run_1/clk_routes.png
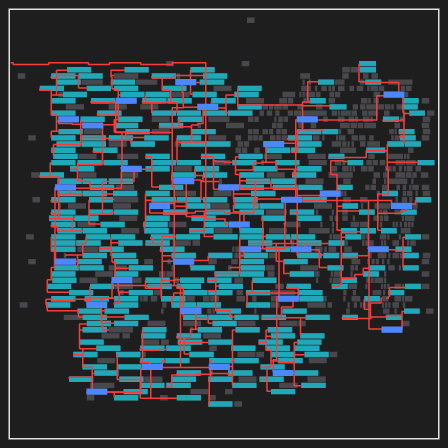
run_1/flops_by_reg.png
Bar = 50 um. Other sequential cells in the stronger gray, the rest of the logic in the fainter gray.
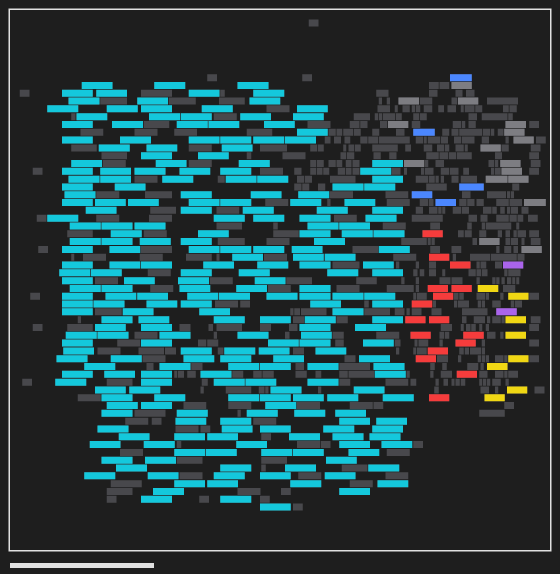
run_1/metal_density.png
The die is cut into 38 by 38 equal tiles; dark blue is low, red is high, scaled to the fullest tile. Values are wire area over tile area, all layers added.
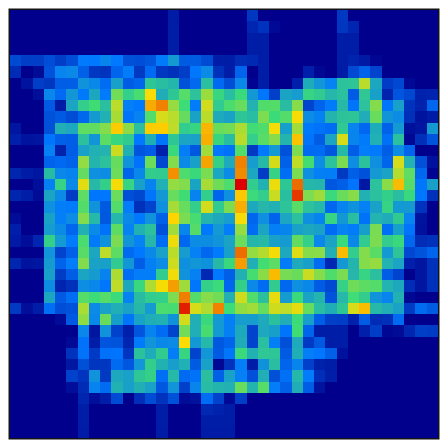
run_1/placement.png
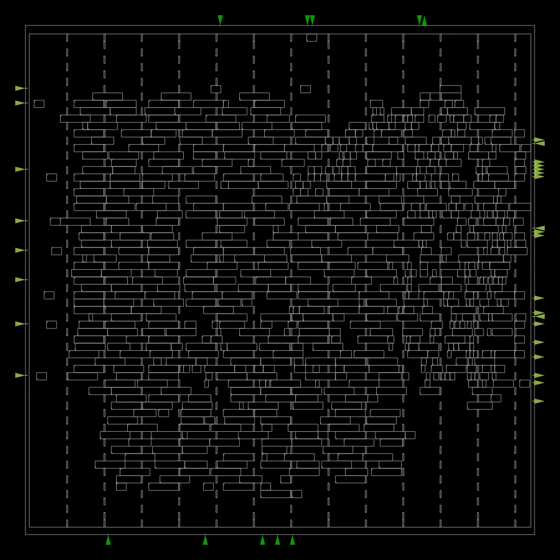
Design ft2232h_tx_ctrl, sky130hd; sources not shown.
==> flow_summary.ini, run 1 <==
; flow metrics
[routing]
route.met3.wl_um = 1119
ant_nets = 0
remaining_drc_errors = 0

[synth]
ys_types = 47
yosys-top-cells-area = edfxtp_1 63%, mux4_2 11%, dfxtp_1 7.8%, mux2_2 2.0%, mux4_1 1.7%
fa_ha_area_share_pct = 1.713
syn-num-nets = 707
ys_ff = 303

[global_route]
grt_pass1_vias = 6258
grt-busiest-layer = met2

[cells_and_area]
final_net_count = 790
layout-drive-gt1-share_pct = 27.73

[job]
drv_cap = 0
warning_count = 35

[final_timing]
max_freq_mhz = 346.9
whs_ns = 0.3268
hold_viol = 0
relSlewSlack_pct = 51.31

[placement]
gp_congestion = 0.7679
port-buffer-count = 36

[die]
die_width_um = 188.1
die-area_um2 = 35390

[clock_network]
cts_sinks = 303

[pwr]
comb_power_share_pct = 20.5
p_seq_share_pct = 42.7

[outcome]
status = finished, final reports clean

[critical_path]
crit_path_start_kind = primary input
r2r_cells = 15
## Picture notes: clk_routes.png
[flip-flops] cyan | count: 303
[clock drivers] blue | count: 31
[clock wires] red | length: 3520 um
routed clock nets	32
Clk power: 0.00395 W
clock power share: 36.8%
Worst-Skew Late Latency: 0.57 ns

## Picture notes: flops_by_reg.png
netlist name	color	flops
data_o	yellow	8
u_fifo.mem_r	cyan	256
idx_r	purple	2
shift_r	red	16
u_fifo.rd_ptr_r	blue	5
Reg area: 8637 um2
flop share of the area: 59.82%
fin util: 42.74%
Seq. pwr: 0.00458 W

## Picture notes: metal_density.png
fullest tile	0.47
mean over tiles	0.11
densest ninth of the die	center
nearly empty tiles	29%
emptiest ninth of the die	south-east
Routed WL: 25370 um
Vias: 6114
gr usage total: 14.64%
routed length per instance: 20.68 um

## Picture notes: placement.png
# fillers: 2956
CORE AREA: 33780 um2
registers: 303

[run 1: worst max-delay path, cell delays in order]
cell,delay (ns)
clkdlybuf4s50_1,0.47
nor3b_4,0.23
a21oi_2,0.09
a21oi_2,0.18
xor2_2,0.17
ha_2,0.19
inv_2,0.04
fa_2,0.33
a21o_1,0.17
a21oi_2,0.12
xor2_1,0.18
xnor2_1,0.13
or2_1,0.22
[run 1: cells in the final DEF, fill, tap and decap left out, types with 11 or more instances in the layout]
cell type / Yosys / final
edfxtp_1: 256 / 256
ha_1: 15 / 13
mux2i_1: 15 / 15
nor2_1: 55 / 43
o21ai_0: 11 / 11
nor2_2: 0 / 12
nand2_1: 35 / 35
buf_4: 4 / 46
clkdlybuf4s50_1: 0 / 35
mux2_2: 22 / 22
clkbuf_16: 0 / 31
mux4_2: 57 / 57
a21oi_1: 19 / 15
dfxtp_1: 47 / 42
[run 1: final cells by class]
type / count / area share (%)
Multi-Input combinational cell: 323 / 23.17
Tap cell: 448 / 3.882
Clock inverter: 25 / 2.400
Inverter: 12 / 0.3120
Sequential cell: 303 / 59.82
Timing Repair Buffer: 83 / 4.991
Clock buffer: 33 / 5.425
[run 1: synth_stat cells (all sizes together) (2+ instances only)]
| cell | number |
|---|---|
| nand4 | 2 |
| a21o | 3 |
| mux2i | 15 |
| nor2b | 7 |
| clkbuf | 12 |
| o221ai | 7 |
| o21ai | 11 |
| mux4 | 65 |
| nor3 | 6 |
| and2 | 2 |
| nor3b | 3 |
| edfxtp | 256 |
| dfxtp | 47 |
| o22ai | 8 |
| a211oi | 3 |
| xor2 | 10 |
| a21oi | 19 |
| a311oi | 9 |
| buf | 21 |
| nand2b | 5 |
| xnor2 | 7 |
| nand3 | 2 |
| inv | 12 |
| ha | 15 |
| nor2 | 56 |
| nand2 | 35 |
| mux2 | 22 |
run_1/sizes.png
Bar = 50 um.
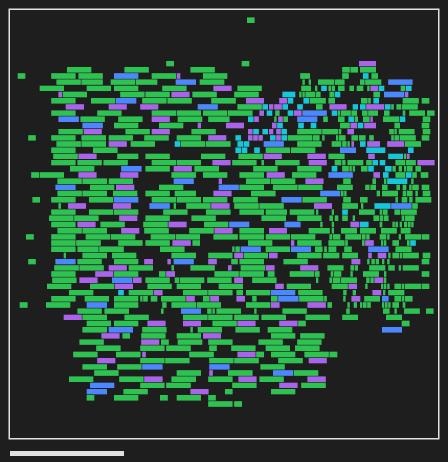

==> run 2: changes to the inputs <==
--- a/constraint.sdc
+++ b/constraint.sdc
@@ -3,3 +3,3 @@
 set_input_delay 0.64 -clock clkout_i [delete_from_list [all_inputs] [get_ports clkout_i]]
 set_output_delay 0.64 -clock clkout_i [all_outputs]
-set_load 0.01 [all_outputs]
+set_load 0.05 [all_outputs]
run_2/sizes.png
Bar = 50 um.
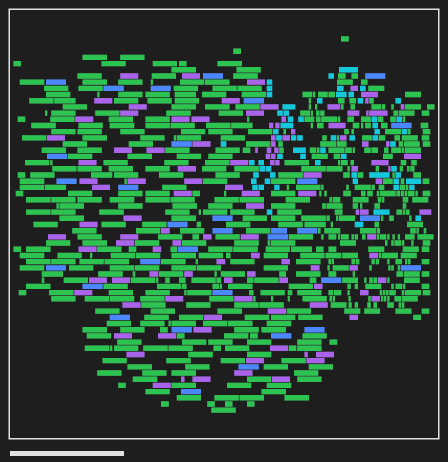
size	color	cells
_6 and larger	blue	32
_2 cells	purple	114
_3 and _4 cells	cyan	62
_0 and _1 cells	green	575
fin area: 14250 um2
Non-clock buffers: 88
area grow syn2layout: 17.56%
worst setup margin: 0.3370 ns

==> run 2 against run 1 <==
Critical path type is now reg2reg. Highest routed layer is now met5. First-iteration DRC count is 28% higher. Cell count rose by 0.33%. Critical path depth is 1 higher.
==> flow_summary.ini, run 2 <==
; flow metrics
[outcome]
status = finished, final reports clean

[critical_path]
cp_top_family = adder cells
cp_cell_sequence = inv_2 -> ha_4 -> nor3b_4 -> a21oi_2 -> a21oi_2 -> xor2_1 -> ha_2 -> inv_2 -> fa_2 -> a21o_1 -> a21oi_2 -> xor2_1 -> xnor2_1 -> or2_1
crit_path_start_kind = flop
cp_num_cells = 14
cp_num_buf_inv = 2
crit_top_cell = a21oi_2
slowest_stage = fa_2
r2r_cells = 14
max_stage_delay_ns = 0.35

[job]
warning_count = 35

[global_route]
track_usage_pct = 14.67
grt_pass1_wl_um = 39050
grt_pass1_vias = 6281

[synth]
yosys-top-cells-area = edfxtp_1 63%, mux4_2 11%, dfxtp_1 7.8%, mux2_2 2.0%, mux4_1 1.7%
synth_area_per_cell_um2 = 18.07
synthTopCellsByCount = 256 x edfxtp_1, 57 x mux4_2, 55 x nor2_1, 47 x dfxtp_1, 35 x nand2_1
ys_types = 47
syn-num-nets = 707
synthesis.area_um2 = 12120
most_common_cell = edfxtp_1
ys_ff = 303

[placement]
port-buffer-count = 36
gp_congestion = 0.7415

[cells_and_area]
lay_top_cells = 256 x edfxtp_1, 57 x mux4_2, 52 x buf_4
layout-drive-gt1-share_pct = 26.56
final_layout_top_logic_cell = edfxtp_1
n_antenna_cell = 0
final_net_count = 795

[routing]
vias = 6204
wl_per_cell_um = 20.80
ant_nets = 0
remaining_drc_errors = 0

[final_timing]
max_freq_mhz = 349.3
worstMarginPinSlew_ns = 0.6944
relSlewSlack_pct = 53.70
period_used_pct = 89.47
hold_viol = 0

[die]
die-area_um2 = 35390
core_um2 = 33780

[pwr]
leakage_nw = 4.626
swShare_pct = 28.18
maxPowerGroup = sequential cells
pwr-share-clk_pct = 31.6
powerSeq_w = 0.00458
comb_power_share_pct = 23.6
powerClk_w = 0.00323
p_seq_share_pct = 44.8

[clock_network]
clock.latency.late_pin_ns = 0.56
cts_sinks = 303
run_2/placement.png
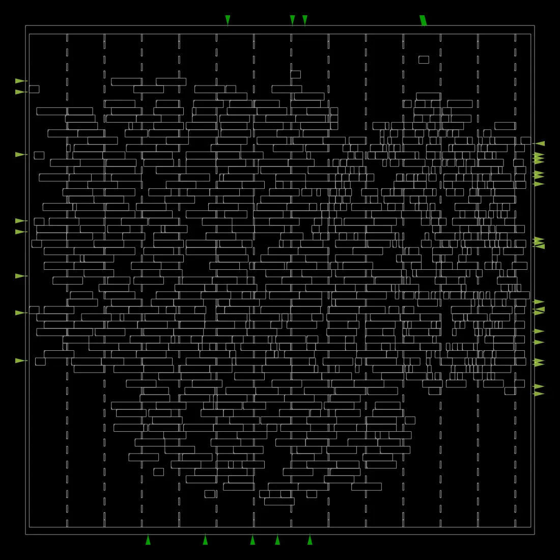
flop share of the area: 60.60%
row cnt: 67
final std cells w/o fill: 1231
# fillers: 2986
fin util: 42.19%

==> run 2: timing repair <==
| action | in CTS | in global routing |
|---|---|---|
| gates cloned | 0 | 0 |
| endpoints found under the setup margin | 4 | 9 |
| gates resized | 5 | 1 |
| buffers inserted | 3 | 2 |
| pin swaps | 5 | 3 |
==> run 2: cells by family (layout without fill, tap and decap cells) <==
family,after synthesis,count (layout),synth area share [%]
AND-OR/OR-AND,66,66,3.653
XOR/XNOR,17,17,1.228
adder cells (fa/ha/maj),16,16,1.713
buffers and inverters,45,157,2.085
flip-flops,303,303,71.17
multiplexers,102,102,15.60
AND/OR/NAND/NOR,122,122,4.551
==> run 2: metal layers <==
| metal | vias up | GRT usage [%] | routed length, um |
|---|---|---|---|
| met1 | 3224 | 21.38 | 12290 |
| met4 | 2 | 2.846 | 416 |
| met5 | - | 0 | 11 |
| li1 | 2826 | - | - |
| met3 | 30 | 2.340 | 1031 |
| met2 | 122 | 23.26 | 11850 |
==> run 2: final cells by class <==
| type | count | area [um2] | area share [%] |
|---|---|---|---|
| timing repair buffer | 88 | 744.5 | 5.223 |
| inverter | 12 | 45.04 | 0.3160 |
| multi-input combinational | 323 | 3371 | 23.65 |
| clock buffer | 37 | 798.3 | 5.600 |
| clock inverter | 20 | 97.59 | 0.6847 |
| tap | 448 | 560.5 | 3.933 |
| sequential | 303 | 8637 | 60.60 |
==> run 2: stage by stage <==
stage | utilization [%] | instances | hold WS, ns
after floorplan | - | 671 | 0.3001
after global placement | 39.41 | 1169 | 0.3068
after detailed placement | 39.41 | 1169 | 0.3132
after CTS | 42.14 | 1229 | 0.3225
after global routing | 42.19 | 1231 | 0.3547
final | 42.19 | 1231 | 0.3236
Power is estimated from default activity; no workload was simulated.
